File: src/rtl/mux_arbiter.sv
// mux_arbiter: two-requester round-robin arbiter in front of a shared
// WIDTH-bit 2:1 multiplexor. The arbiter owns the mux select and grants
// the path to one requester at a time. Under contention a hold limit
// stops one owner from keeping the path for more than MAX_HOLD cycles.
//
// Ports:
//   clk        rising-edge clock
//   reset      asynchronous, active-high reset
//   req0/req1  level requests, held for the whole transfer
//   data0/1    requester data
//   gnt0/gnt1  registered grants (mutually exclusive)
//   sel        registered mux select (0 = data0, 1 = data1)
//   data_out   combinational mux output driven by sel
//   valid_out  gnt0 | gnt1
//   busy       high whenever a requester owns the path
//
// state | meaning
// ------+---------------------------------------------
// IDLE  | no owner; sel holds the last value it had
// OWN0  | requester 0 owns the path (gnt0, sel=0)
// OWN1  | requester 1 owns the path (gnt1, sel=1)

module mux_arbiter #(
  parameter int unsigned WIDTH    = 5,
  parameter int unsigned MAX_HOLD = 8
) (
  input  logic             clk,
  input  logic             reset,
  input  logic             req0,
  input  logic             req1,
  input  logic [WIDTH-1:0] data0,
  input  logic [WIDTH-1:0] data1,
  output logic             gnt0,
  output logic             gnt1,
  output logic             sel,
  output logic [WIDTH-1:0] data_out,
  output logic             valid_out,
  output logic             busy
);

  typedef enum logic [1:0] {
    IDLE = 2'd0,
    OWN0 = 2'd1,
    OWN1 = 2'd2
  } state_t;

  // Value of hold_cnt in the owner's last permitted cycle under contention.
  localparam logic [7:0] HOLD_LAST = (MAX_HOLD == 0) ? 8'd0 : 8'(MAX_HOLD - 1);

  state_t     state, state_nxt;
  logic       last, last_nxt;
  logic [7:0] hold_cnt, hold_nxt;
  logic       sel_q, sel_nxt;
  logic       gnt0_q, gnt1_q;
  logic       hold_expired;
  logic [7:0] hold_inc;

  assign hold_expired = (MAX_HOLD != 0) && (hold_cnt == HOLD_LAST);
  assign hold_inc     = (hold_cnt == 8'hFF) ? hold_cnt : hold_cnt + 8'd1;

  always_comb begin
    state_nxt = state;
    last_nxt  = last;
    hold_nxt  = hold_cnt;
    sel_nxt   = sel_q;

    case (state)
      IDLE: begin
        // On a tie the side that was not served last wins.
        if (req0 && (!req1 || last)) state_nxt = OWN0;
        else if (req1)               state_nxt = OWN1;
      end
      OWN0: begin
        if (!req0)                      state_nxt = req1 ? OWN1 : IDLE;
        else if (req1 && hold_expired)  state_nxt = OWN1;
        else                            hold_nxt  = hold_inc;
      end
      OWN1: begin
        if (!req1)                      state_nxt = req0 ? OWN0 : IDLE;
        else if (req0 && hold_expired)  state_nxt = OWN0;
        else                            hold_nxt  = hold_inc;
      end
      default: state_nxt = IDLE;
    endcase

    // Any state change is an entry: restart the hold count, and on entry
    // to an owner state move sel and remember who was served.
    if (state_nxt != state) begin
      hold_nxt = 8'd0;
      if (state_nxt == OWN0) begin
        last_nxt = 1'b0;
        sel_nxt  = 1'b0;
      end else if (state_nxt == OWN1) begin
        last_nxt = 1'b1;
        sel_nxt  = 1'b1;
      end
    end
  end

  always_ff @(posedge clk or posedge reset) begin
    if (reset) begin
      state    <= IDLE;
      last     <= 1'b1;
      hold_cnt <= 8'd0;
      sel_q    <= 1'b0;
      gnt0_q   <= 1'b0;
      gnt1_q   <= 1'b0;
    end else begin
      state    <= state_nxt;
      last     <= last_nxt;
      hold_cnt <= hold_nxt;
      sel_q    <= sel_nxt;
      // Grants get their own flops so a two-bit state change cannot glitch them.
      gnt0_q   <= (state_nxt == OWN0);
      gnt1_q   <= (state_nxt == OWN1);
    end
  end

  assign gnt0      = gnt0_q;
  assign gnt1      = gnt1_q;
  assign sel       = sel_q;
  assign data_out  = sel_q ? data1 : data0;
  assign valid_out = gnt0_q | gnt1_q;
  assign busy      = valid_out;

endmodule

File: config.mk
export PLATFORM = sky130hd
export DESIGN_NAME = mux_arbiter
export DESIGN_NICKNAME = d
export VERILOG_FILES = /design/src/rtl/mux_arbiter.sv
export SDC_FILE = /design/constraint.sdc
export NUM_CORES = 1
export LEC_CHECK = 0
export ABC_AREA = 1
export CAP_MARGIN = 20
export CORE_UTILIZATION = 48
export DETAILED_ROUTE_END_ITERATION = 10
export PLACE_DENSITY = 0.76
export RECOVER_POWER = 50
export SYNTH_ARGS = -nofsm -noshare
export SYNTH_HDL_FRONTEND = slang
export SYNTH_SLANG_ARGS = --single-unit
File: constraint.sdc
create_clock -name clk -period 2.25 [get_ports clk]
set_input_delay 0.45 -clock clk [delete_from_list [all_inputs] [get_ports clk]]
set_output_delay 0.45 -clock clk [all_outputs]
set_load 0.05 [all_outputs]
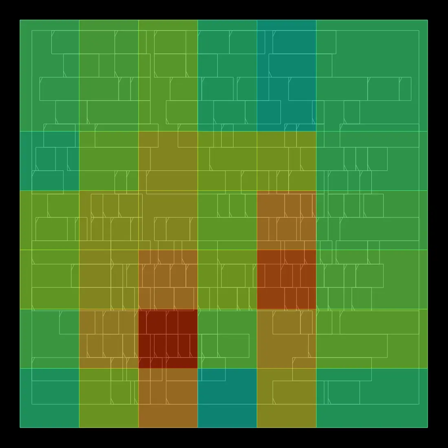
Figure 1: run 1, track usage over the die.
drt wl/cell: 12.4 um
met3 GRT Util: 6.79%
global routing met1 resource utilization: 26.2%

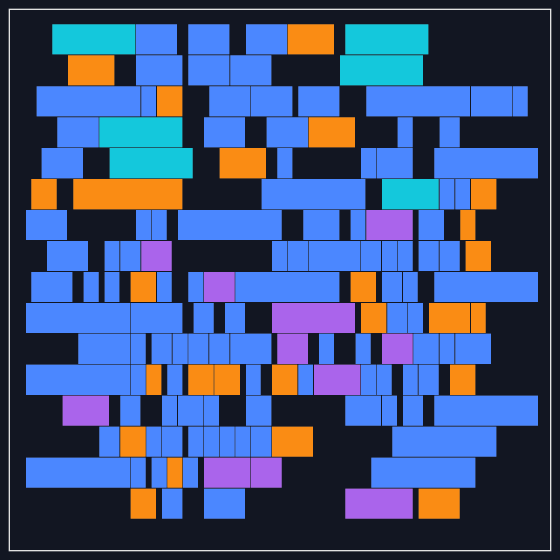
Figure 2: run 1, sizing map.
[purple] drive 3 to 4 | cells: 11
[cyan] drive 6 and up | cells: 6
[orange] drive 2 | cells: 25
[blue] drive 1 or less | cells: 106
Non-clock buffers: 25
Setup WS post-layout: 0.110 ns

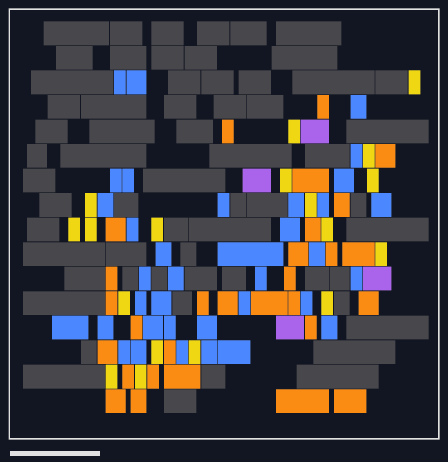
Figure 3: run 1, gate families picked out.
Bar = 10 um.
[purple] XOR/XNOR gates | cells: 4 | most used: xor2_1
[blue] NAND gates | cells: 36 | most used: nand2_1
[orange] NOR gates | cells: 29 | most used: nor2_1
[yellow] inverters | cells: 18 | most used: inv_1
Final Non-Filler Cells: 175
proportion of cell area occupied by multi-input gates: 41.5%

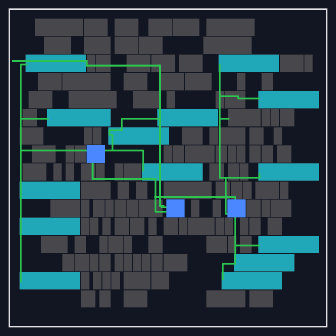
Figure 4: run 1, clock network drawn from the DEF.
[green] clock wires | length: 206 um
[blue] cells driving clock nets | count: 3
[cyan] flip-flops | count: 14
flops lie: spread over the die
power share of the clock group: 10.8%
total clock network power: 0.000184 W
Latency at later pin: 0.28 ns

==> CHANGELOG.md, run 1 <==
### Implementation results

- Buffer-and-inverter tally for the worst setup path: 1
- Registers with the highest flip-flop counts: hold_cnt (8), state (2)
- CP Class: reg2out
- Slew of the pin with the lowest slew margin: 0.530 ns
- RePlAce Congestion: 0.997
- Switching Power: 0.000851 W
- Post-synth area hogs: dfrtp_1, nand2_1, mux2_2
- FF-to-FF setup slack: 0.33 ns
- Heaviest power group: combinational logic
- Uppermost signal routing layer after detailed routing: met4
- Number of buffers added on ports: 23
- Number of multi-input combinational cells: 87
- Total number of vias: 864
- Sum of met2 wire segment lengths after detailed routing: 1080 um
- Share of the core filled by cells before placement: 50.6%
- Cell family contributing the most delay on the critical path: buffers and inverters
- Power after layout: 0.00169 W
- Antenna viol nets, final: 0
- Path type of the worst min-delay path: reg2reg
- Met3 routed wirelength: 85 um
- Final-layout non-clock buffer area share: 22.0%
- Sequential Power Share: 23.1%
- Antenna violations before repair: 0
- Kind of capture point of the worst setup path: output port
- DIE AREA: 0.00225 sq mm
- Hold buffer count at cts: 0
- Synthesis warning total: 0
- Mapped cell area: 992 sq um
- Setup repair after global routing missed its margin: no
- Most frequent cells in the layout: nand2_1, clkdlybuf4s50_1, inv_1, nor2_1, dfrtp_1
- Number of sinks driven by the clock tree: 14
- Hold path depth: 2
- Critical Path AT: 1.69 ns
- Area growth from synthesis to layout: 35.1%
- Reg clk slew, reported paths: 0.09 ns
- Number of inserted diodes: 0
- Number of clock buffers inserted by TritonCTS: 3
- DR iter-0 viols: 17
- Combinational share of power: 66.1%
- Inverters: 18
- HPWL after detailed placement: 1660 um
- Post-synthesis share of cell area spent on and, or, nand and nor gates: 40.0%
- Post-CTS repair timing setup buffer count: 0
- Overflow left after global routing: 0
- Final hold violation count: 0
- Hold slack: 0.498 ns
- Worst Hold End: last
- Number of global-route vias before repair: 797
- Register containing the most flip-flops in the final layout: hold_cnt
- Crit path from: gnt1
- I/O pin total: 24
- Power attributed to combinational cells: 0.00112 W
- Primary flip-flop cell chosen by synthesis mapping: dfrtp_1
- Initial DRT Pass Iterations: 4
- Tool warnings: 27
- Post-synth area from yosys stat: 992 sq um
- Standard-cell row count: 16
- GR Layer Usage met2: 37.0%
- Count leader, synth: nand2_1
- Tapcells: 27
- Clk cell area share: 2.71%
- Synthesized area divided by synthesized cell count: 8.20 sq um
- DRC violation count after routing: 0
- Flip-flops: 14
- Top cells by count, synth: nand2_1, inv_1, dfrtp_1, nor2_1, nand3_1
- XOR Share, Synth: 3.53%
- Core region area: 0.00196 sq mm
- H-tree level count: 1
- Placed cells: 171
- Destination of the worst register-to-register timing path: sel
- Slowest stage delay, CP: 0.71 ns
- Cell Pwr Density: 1260 mW/mm^2
- Via/cell ratio: 4.94
- Count of filler cells inserted in the layout: 175
- Depth of the critical timing path with buffers and inverters included: 2
- Post-Route WL: 2160 um
- Number of cells traversed by the worst register-to-register path: 11
- Comb. cell area: 556 sq um
- R2r startpoint: hold_cnt[0]
- Outcome: finished clean
- Multiplexer fraction of the synthesized cell area: 5.67%
- Final non-filler cell area: 0.00134 sq mm
- Final setup fails: 0
- Met1 WL: 956 um
- Setup tns final: 0 ns
- VDD IR-drop max: 0.000934 V
Figure 5. M3 wires (run 1).
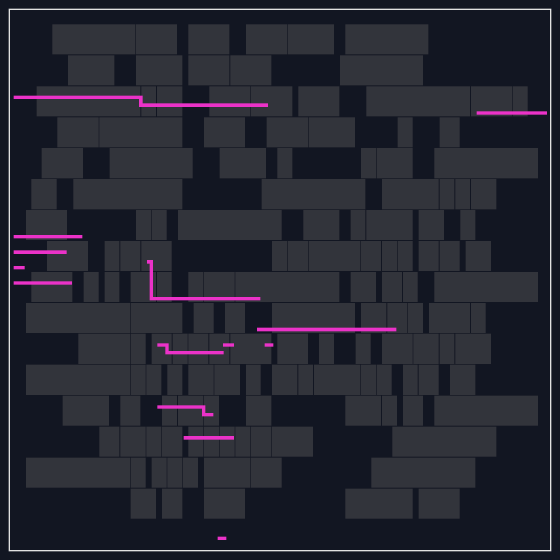

==> run 2: changes to the inputs <==
--- a/config.mk
+++ b/config.mk
@@ -5,9 +5,8 @@
 export SDC_FILE = /design/constraint.sdc
 export NUM_CORES = 1
 export LEC_CHECK = 0
-export ABC_AREA = 1
 export CAP_MARGIN = 20
-export CORE_UTILIZATION = 48
+export CORE_UTILIZATION = 49
 export DETAILED_ROUTE_END_ITERATION = 10
 export PLACE_DENSITY = 0.76
 export RECOVER_POWER = 50
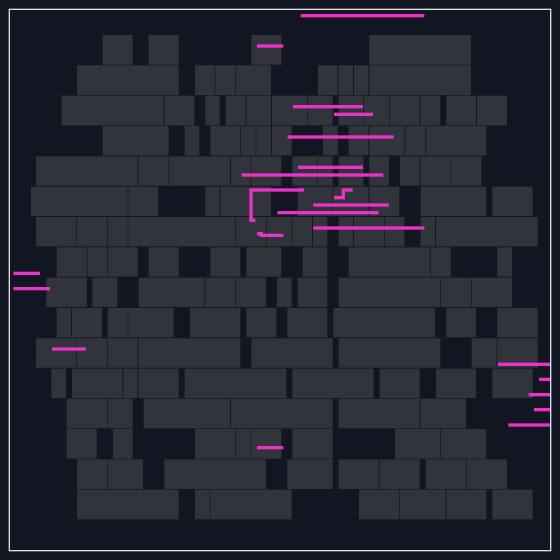
Figure 6: run 2, M3 wires.
wire length on this layer: 107 um
nets with wire on the layer: 19
longest straight run: 12.4 um
Post-Route WL: 2600 um
total number of vias: 1,002

==> run 2 against run 1 <==
Compared with the run above:
- clock-buffer cell count did not move
- flip-flop count did not move
- clock skew rose by 0.0044 ns
- maximum frequency fell by 3.5%
- register-to-register slack got worse by 0.30 ns
- hold slack improved by 0.037 ns
- die area rose by 4.2%
==> CHANGELOG.md, run 2 <==
### Implementation results

- Maximum buffer depth of the clock tree: 2 (unchanged)
- Final setup fails: 0 (unchanged)
- Register containing the most flip-flops in the final layout: hold_cnt (unchanged)
- Antenna viol nets, final: 0 (unchanged)
- GR Layer Usage met2: 43.2% (was 37.0%)
- Post-synthesis share of cell area spent on and, or, nand and nor gates: 26.4% (was 40.0%)
- Seq/Total Area, Yosys: 33.3% (was 35.4%)
- Final-layout non-clock buffer area share: 27.2% (was 22.0%)
- Core region area: 0.00200 sq mm (was 0.00196 sq mm)
- Combinational share of power: 53.5% (was 66.1%)
- Crit path from: hold_cnt[1] (was gnt1)
- Slowest stage delay, CP: 0.36 ns (was 0.71 ns)
- Initial DRT Pass Iterations: 4 (unchanged)
- Hold slack: 0.535 ns (was 0.498 ns)
- Path type of the worst min-delay path: reg2reg (unchanged)
- Most frequent cells in the layout: clkdlybuf4s50_1, buf_4, dfrtp_1, nand2_1 (was nand2_1, clkdlybuf4s50_1, inv_1, nor2_1, dfrtp_1)
- Number of inserted diodes: 0 (unchanged)
- Comb. cell area: 653 sq um (was 556 sq um)
- Hold buffer count at cts: 0 (unchanged)
- Power attributed to combinational cells: 0.000562 W (was 0.00112 W)
- Overflow left after global routing: 0 (unchanged)
- Buffer-and-inverter tally for the worst setup path: 0 (was 1)
- Met3 GRT Util: 2.20% (was 6.79%)
- Final non-filler cell area: 0.00150 sq mm (was 0.00134 sq mm)
- Heaviest power group: combinational logic (unchanged)
- HPWL after detailed placement: 2000 um (was 1660 um)
- Reg clk slew, reported paths: 0.09 ns (about the same)
- XOR Share, Synth: 0% (was 3.53%)
- Tool warnings: 28 (was 27)
- Power after layout: 0.00105 W (was 0.00169 W)
- Uppermost signal routing layer after detailed routing: met4 (unchanged)
- Number of clock buffers inserted by TritonCTS: 3 (unchanged)
- RePlAce Congestion: 0.842 (was 0.997)
- Via/cell ratio: 5.76 (was 4.94)
- Met1 WL: 1110 um (was 956 um)
- Post-synth area from yosys stat: 0.00106 sq mm (was 992 sq um)
- Worst Hold End: last (unchanged)
- Inverters: 7 (was 18)
- Share of Yosys cell area claimed by the top area cell type: 30.8% (was 32.8%)
- Antenna violations before repair: 0 (unchanged)
- Number of cells traversed by the worst register-to-register path: 8 (was 11)
- Top cells by count, synth: dfrtp_1, nand2_1, o21ai_0 (was nand2_1, inv_1, dfrtp_1, nor2_1, nand3_1)
- Synthesis warning total: 0 (unchanged)
- Cell Pwr Density: 700 mW/mm^2 (was 1260 mW/mm^2)
- Net count after synthesis: 129 (was 138)
- H-tree level count: 1 (unchanged)
- Primary flip-flop cell chosen by synthesis mapping: dfrtp_1 (unchanged)
- Ordered list of cells on the worst path: ha_2 > and4bb_4 > nand2_2 > mux2i_1 > o211ai_1 > ha_4 > nor4_4 > mux2i_1 (was or2_2 > clkdlybuf4s50_1)
- Slew of the pin with the lowest slew margin: 0.546 ns (was 0.530 ns)
- Setup repair after global routing missed its margin: yes (was no)
- Mapped cell area: 0.00106 sq mm (was 992 sq um)
- Wire length of the first global-routing pass: 4530 um (was 3340 um)
- Proportion of cell area occupied by multi-input gates: 43.6% (was 41.5%)
- Tapcells: 27 (unchanged)
- Flip-flops: 14 (unchanged)
- Max-Cap Viols: 0 (unchanged)
- Hold path depth: 2 (unchanged)
- Global routing met1 resource utilization: 32.9% (was 26.2%)
- Worst setup slack before clock tree synthesis: -0.430 ns (was 0.00120 ns)
- Clk cell area share: 1.75% (was 2.71%)
- Destination of the worst register-to-register timing path: last (was sel)
- I/O pin total: 24 (unchanged)
- Count leader, synth: dfrtp_1 (was nand2_1)
- Post-CTS repair timing setup buffer count: 1 (was 0)
- Sequential Power Share: 31.6% (was 23.1%)
- Area growth from synthesis to layout: 41.8% (was 35.1%)
- Outcome: finished clean (unchanged)
- Setup tns final: 0 ns (unchanged)
- Post-synth area hogs: dfrtp_1, mux2_2, o21ai_0 (was dfrtp_1, nand2_1, mux2_2)
- Number of buffers added on ports: 23 (unchanged)
- Depth of the critical timing path with buffers and inverters included: 8 (was 2)
- Critical Path AT: 2.43 ns (was 1.69 ns)
- Sum of met2 wire segment lengths after detailed routing: 1320 um (was 1080 um)
- Multiplexer fraction of the synthesized cell area: 8.17% (was 5.67%)
- Standard-cell row count: 16 (unchanged)
- Placed cells: 168 (was 171)
- Met3 routed wirelength: 107 um (was 85 um)
- DRC violation count after routing: 0 (unchanged)
- Number of multi-input combinational cells: 82 (was 87)
- Non-clock buffers: 40 (was 25)
- Cell family contributing the most delay on the critical path: simple AND/OR/NAND/NOR gates (was buffers and inverters)
- Number of sinks driven by the clock tree: 14 (unchanged)
- Switching Power: 0.000429 W (was 0.000851 W)
- Setup WS post-layout: 0.0335 ns (was 0.110 ns)
- Kind of capture point of the worst setup path: register (was output port)
- VDD IR-drop max: 0.000533 V (was 0.000934 V)
- DIE AREA: 0.00235 sq mm (was 0.00225 sq mm)
- R2r startpoint: hold_cnt[1] (was hold_cnt[0])
- Drt wl/cell: 14.9 um (was 12.4 um)
- Synthesized area divided by synthesized cell count: 9.44 sq um (was 8.20 sq um)
- Share of the core filled by cells before placement: 52.8% (was 50.6%)
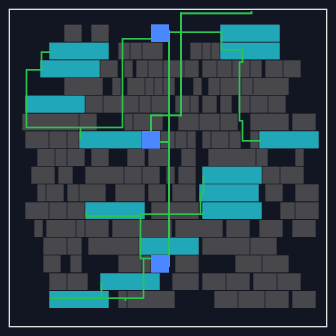
Figure 7: run 2, clock network drawn from the DEF.
total clock network power: 0.000156 W
Latency at later pin: 0.29 ns
power share of the clock group: 14.8%
Worst Skew: 0.00613 ns

Power and IR drop assume default switching activity.
